===== src/rtl/shift_register_rx_if.sv =====
// Link bundle between a serial transmitter and shift_register_rx: the serial
// clock/data pair and enable in, the assembled word and its strobes out.
interface shift_register_rx_if #(
    parameter int WIDTH = 8
);
    logic             i_enable;
    logic             i_serial_clk;
    logic             i_serial_data;
    logic [WIDTH-1:0] o_parallel_data;
    logic             o_data_valid;
    logic             o_frame_error;
    logic             o_busy;

    modport master (
        output i_enable, i_serial_clk, i_serial_data,
        input  o_parallel_data, o_data_valid, o_frame_error, o_busy
    );

    modport slave (
        input  i_enable, i_serial_clk, i_serial_data,
        output o_parallel_data, o_data_valid, o_frame_error, o_busy
    );
endinterface


===== src/rtl/shift_register_rx.sv =====
// Serial-to-parallel receiver: synchronises an external MSB-first clock/data
// pair into i_clk, assembles WIDTH-bit words and drops stalled frames on timeout.
module shift_register_rx #(
    parameter int WIDTH          = 8,
    parameter int SYNC_STAGES    = 2,
    parameter int TIMEOUT_CYCLES = 64
) (
    input  logic               i_clk,
    input  logic               i_reset_n,
    shift_register_rx_if.slave link
);
    localparam int CNT_W = $clog2(WIDTH);
    localparam int TO_W  = $clog2(TIMEOUT_CYCLES);
    localparam logic [CNT_W-1:0] LAST_BIT = CNT_W'(WIDTH - 1);
    localparam logic [TO_W-1:0]  TO_LAST  = TO_W'(TIMEOUT_CYCLES - 1);

    typedef enum logic {
        IDLE,
        RECEIVE
    } state_t;

    logic [SYNC_STAGES-1:0] clk_sync_q;
    logic [SYNC_STAGES-1:0] data_sync_q;
    logic                   clk_d_q;
    logic                   clk_sync;
    logic                   data_sync;
    logic                   rise;

    state_t           state_q;
    state_t           state_next;
    logic [WIDTH-2:0] sr_q;
    logic [CNT_W-1:0] bit_cnt_q;
    logic [TO_W-1:0]  to_cnt_q;
    logic [WIDTH-1:0] word_q;
    logic             valid_q;
    logic             error_q;
    logic [WIDTH-1:0] assembled;

    logic start;
    logic shift;
    logic complete;
    logic tick_to;
    logic timeout;
    logic abort;

    // Both chains have equal depth so data lines up with the detected clock rise.
    always_ff @(posedge i_clk or negedge i_reset_n) begin
        if (!i_reset_n) begin
            clk_sync_q  <= '0;
            data_sync_q <= '0;
            clk_d_q     <= 1'b0;
        end else begin
            // NOTE: sequential state uses non-blocking assignments so every flop
            // samples the pre-edge value regardless of statement order.
            clk_sync_q  <= {clk_sync_q[SYNC_STAGES-2:0], link.i_serial_clk};
            data_sync_q <= {data_sync_q[SYNC_STAGES-2:0], link.i_serial_data};
            clk_d_q     <= clk_sync;
        end
    end

    assign clk_sync  = clk_sync_q[SYNC_STAGES-1];
    assign data_sync = data_sync_q[SYNC_STAGES-1];
    assign rise      = clk_sync & ~clk_d_q;
    assign assembled = {sr_q, data_sync};

    always_ff @(posedge i_clk or negedge i_reset_n) begin
        if (!i_reset_n) begin
            state_q <= IDLE;
        end else begin
            state_q <= state_next;
        end
    end

    always_comb begin
        // NOTE: default first so no path through the case leaves the signal
        // unassigned and infers a latch.
        state_next = state_q;
        case (state_q)
            IDLE:    if (start) state_next = RECEIVE;
            RECEIVE: if (abort || complete || timeout) state_next = IDLE;
            default: state_next = IDLE;
        endcase
    end

    // Decode what this cycle does to the frame; the datapath below just obeys.
    always_comb begin
        start    = 1'b0;
        shift    = 1'b0;
        complete = 1'b0;
        tick_to  = 1'b0;
        timeout  = 1'b0;
        abort    = 1'b0;
        case (state_q)
            IDLE: start = rise & link.i_enable;
            RECEIVE: begin
                if (!link.i_enable) begin
                    abort = 1'b1;
                end else if (rise) begin
                    if (bit_cnt_q == LAST_BIT) complete = 1'b1;
                    else                       shift    = 1'b1;
                end else if (to_cnt_q == TO_LAST) begin
                    timeout = 1'b1;
                end else begin
                    tick_to = 1'b1;
                end
            end
            default: ;
        endcase
    end

    // Stale bits in sr_q shift out before a frame completes, so a start needs no clear.
    always_ff @(posedge i_clk or negedge i_reset_n) begin
        if (!i_reset_n) begin
            sr_q      <= '0;
            bit_cnt_q <= '0;
            to_cnt_q  <= '0;
            word_q    <= '0;
            valid_q   <= 1'b0;
            error_q   <= 1'b0;
        end else begin
            valid_q <= complete;
            error_q <= timeout;
            if (start || shift) begin
                sr_q      <= assembled[WIDTH-2:0];
                bit_cnt_q <= start ? CNT_W'(1) : bit_cnt_q + CNT_W'(1);
                to_cnt_q  <= '0;
            end else if (tick_to) begin
                to_cnt_q <= (to_cnt_q == TO_LAST) ? to_cnt_q : to_cnt_q + TO_W'(1);
            end else if (complete || timeout || abort) begin
                bit_cnt_q <= '0;
                to_cnt_q  <= '0;
            end
            if (complete) word_q <= assembled;
            if (timeout)  sr_q   <= '0;
        end
    end

    assign link.o_parallel_data = word_q;
    assign link.o_data_valid    = valid_q;
    assign link.o_frame_error   = error_q;
    assign link.o_busy          = (state_q == RECEIVE);
endmodule

===== src/flat_wrapper.sv =====
// flat-port wrapper written by rule: the top's interface ports become plain ports
module shift_register_rx_flat 
#(
    parameter int WIDTH          = 8,
    parameter int SYNC_STAGES    = 2,
    parameter int TIMEOUT_CYCLES = 64
)
  (i_clk, i_reset_n, link_i_enable, link_i_serial_clk, link_i_serial_data, link_o_parallel_data, link_o_data_valid, link_o_frame_error, link_o_busy);
  shift_register_rx_if #(.WIDTH(WIDTH)) link_i ();
  input  logic i_clk;
  input  logic i_reset_n;
  input wire logic [$bits(link_i.i_enable)-1:0] link_i_enable;
  input wire logic [$bits(link_i.i_serial_clk)-1:0] link_i_serial_clk;
  input wire logic [$bits(link_i.i_serial_data)-1:0] link_i_serial_data;
  output wire logic [$bits(link_i.o_parallel_data)-1:0] link_o_parallel_data;
  output wire logic [$bits(link_i.o_data_valid)-1:0] link_o_data_valid;
  output wire logic [$bits(link_i.o_frame_error)-1:0] link_o_frame_error;
  output wire logic [$bits(link_i.o_busy)-1:0] link_o_busy;
  assign link_i.i_enable = link_i_enable;
  assign link_i.i_serial_clk = link_i_serial_clk;
  assign link_i.i_serial_data = link_i_serial_data;
  assign link_o_parallel_data = link_i.o_parallel_data;
  assign link_o_data_valid = link_i.o_data_valid;
  assign link_o_frame_error = link_i.o_frame_error;
  assign link_o_busy = link_i.o_busy;
  shift_register_rx #(.WIDTH(WIDTH), .SYNC_STAGES(SYNC_STAGES), .TIMEOUT_CYCLES(TIMEOUT_CYCLES)) u_core (.i_clk(i_clk), .i_reset_n(i_reset_n), .link(link_i));
endmodule

===== config.mk =====
export PLATFORM = sky130hd
export DESIGN_NAME = shift_register_rx_flat
export DESIGN_NICKNAME = d
export VERILOG_FILES = /design/src/rtl/shift_register_rx_if.sv /design/src/rtl/shift_register_rx.sv /design/src/flat_wrapper.sv
export SDC_FILE = /design/constraint.sdc
export NUM_CORES = 1
export LEC_CHECK = 0
export CORE_ASPECT_RATIO = 1.5
export CORE_MARGIN = 2
export CORE_UTILIZATION = 41
export DETAILED_ROUTE_END_ITERATION = 8
export SYNTH_ARGS = -nofsm -noshare
export SYNTH_HDL_FRONTEND = slang
export SYNTH_SLANG_ARGS = --single-unit

===== constraint.sdc =====
create_clock -name i_clk -period 1.7 [get_ports i_clk]
set_input_delay 0.51 -clock i_clk [delete_from_list [all_inputs] [get_ports i_clk]]
set_output_delay 0.51 -clock i_clk [all_outputs]
set_load 0.005 [all_outputs]

m1.png
The bar under the picture is 20 um long.
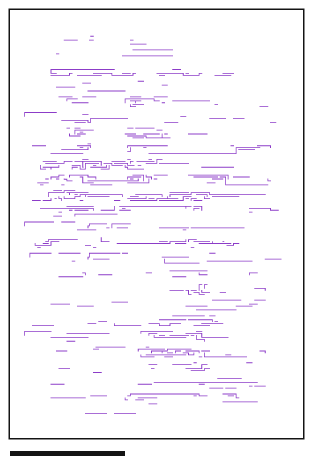
nets with wire on the layer	125
wire length on this layer	942 um
longest straight run	17.9 um
share of all routed wire	39%

m2.png
The bar under the picture is 20 um long.
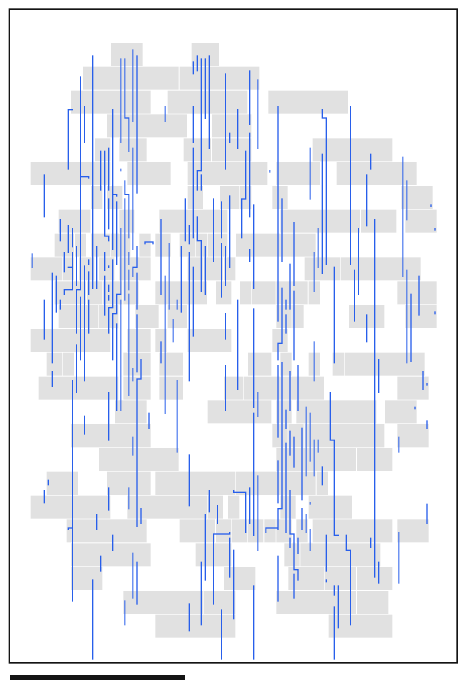
share of all routed wire	53%
nets with wire on the layer	130

m3.png
The bar under the picture is 20 um long.
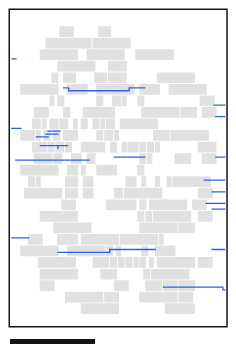
nets with wire on the layer	17
main direction	horizontal
wire length on this layer	131 um
longest straight run	17.2 um
share of all routed wire	5.5%
met3 usage: 5.62%
Routed WL: 2390 um

util_map.png
5 x 7 tiles, from white (low) to dark blue (high), 0 to 100% covered.
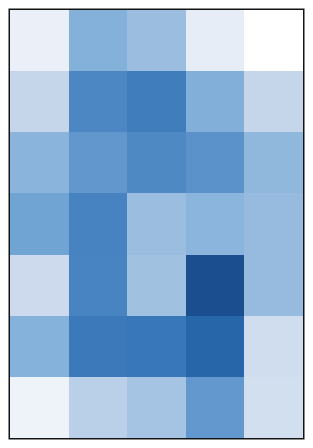
mean over tiles	44%
fullest tile	88%
nearly empty tiles	2.9%
tiles over 75% full	5.7%
emptiest ninth of the die	upper right

==> flow_summary.json <==
{
  "dominant_cells": "registers",
  "sh_seq_area_pct": 46.5,
  "relSlewSlack_pct": 74.0,
  "most_common_cell": "dfrtp_1",
  "drt_iter0_drc": 21,
  "min_period_over_period_pct": 96.7,
  "p_seq_mw": 0.861,
  "p_int_mw": 1.32,
  "fin_area_sq_mm": 0.00172,
  "xor_share_pct": 0.646,
  "syn_to_final_growth_pct": 26.8,
  "critPathBufInv": 1,
  "synth_flops": 32,
  "synth_area_sq_mm": 0.00136,
  "final_common_cell": "dfrtp_1",
  "reg2reg_slack_ns": 0.13,
  "reg2reg_depth": 4,
  "clkTransAtPathRegs_ns": 0.06,
  "wl_met1_um": 942,
  "critical_path.startpoint_type": "flip-flop",
  "crit_path_end_kind": "primary output",
  "max_cap_viol_count": 0,
  "core_util_floorplan_pct": 42.9,
  "cts_setup_buffers": 0,
  "logic_area_sq_um": 524,
  "dp.cells": 173,
  "n_all_buffers": 22,
  "fp.dieH_um": 74.4,
  "cp_num_cells": 1,
  "clockBufferDepth": 2,
  "avgSynthCellArea_sq_um": 11.9,
  "synthTopCellsByCount": "dfrtp_1 (32), nand2_1 (13), nand3_1 (10)",
  "drc": 0,
  "layout-drive-gt1-share_pct": 21.3,
  "worst_pin_slew_ns": 0.388,
  "cp_max_fo": 2,
  "clock_area_share_pct": 6.25,
  "clock-sinks": 32,
  "outcome": "finished, final reports clean",
  "drtPass1Iterations": 5,
  "comb_power_share_pct": 8.3,
  "grt_max_degree": 33,
  "crit_family": "buffers and inverters",
  "whs_path_depth": 0,
  "clk-insertion-delay-late_ns": 0.28,
  "hold_viol": 0,
  "yosysWarnings": 0,
  "clock_skew_ns": 0.00306,
  "nonClkBufAreaFrac_pct": 13.4,
  "whs_ns": 0.351,
  "dr_wl_met3_um": 130,
  "p_clk_share_pct": 41.2,
  "setup.worst_path.end": "link_o_parallel_data[6]",
  "port_buffers": 15,
  "yosysTopAreaCellShare_pct": 59.0,
  "postPlaceCellArea_sq_mm": 0.00161,
  "core_area_sq_mm": 0.00316,
  "p_clk_mw": 0.703,
  "num-clock-buffers": 6,
  "top_layer": "met4",
  "dp_slack_ns": -0.145,
  "cp_data_required_time_ns": 1.19,
  "top_usage_layer": "met2",
  "min_period_ns": 1.64,
  "dp_hpwl_um": 1700,
  "seq_power_share_pct": 50.5,
  "met1_usage_pct": 15.4,
  "mostFrequentLayoutCells": "dfrtp_1 (32), clkdlybuf4s50_1 (14), nand2_1 (13)",
  "switching_share_pct": 22.6,
  "via_per_inst": 5.33,
  "cts_made_buffers": 5,
  "critical_path_class": "flip-flop to primary output",
  "comb_share_pct": 30.5,
  "chipWidth_um": 51.0,
  "aoi_share_pct": 9.87,
  "rsz0062_at_grt": "false"
}
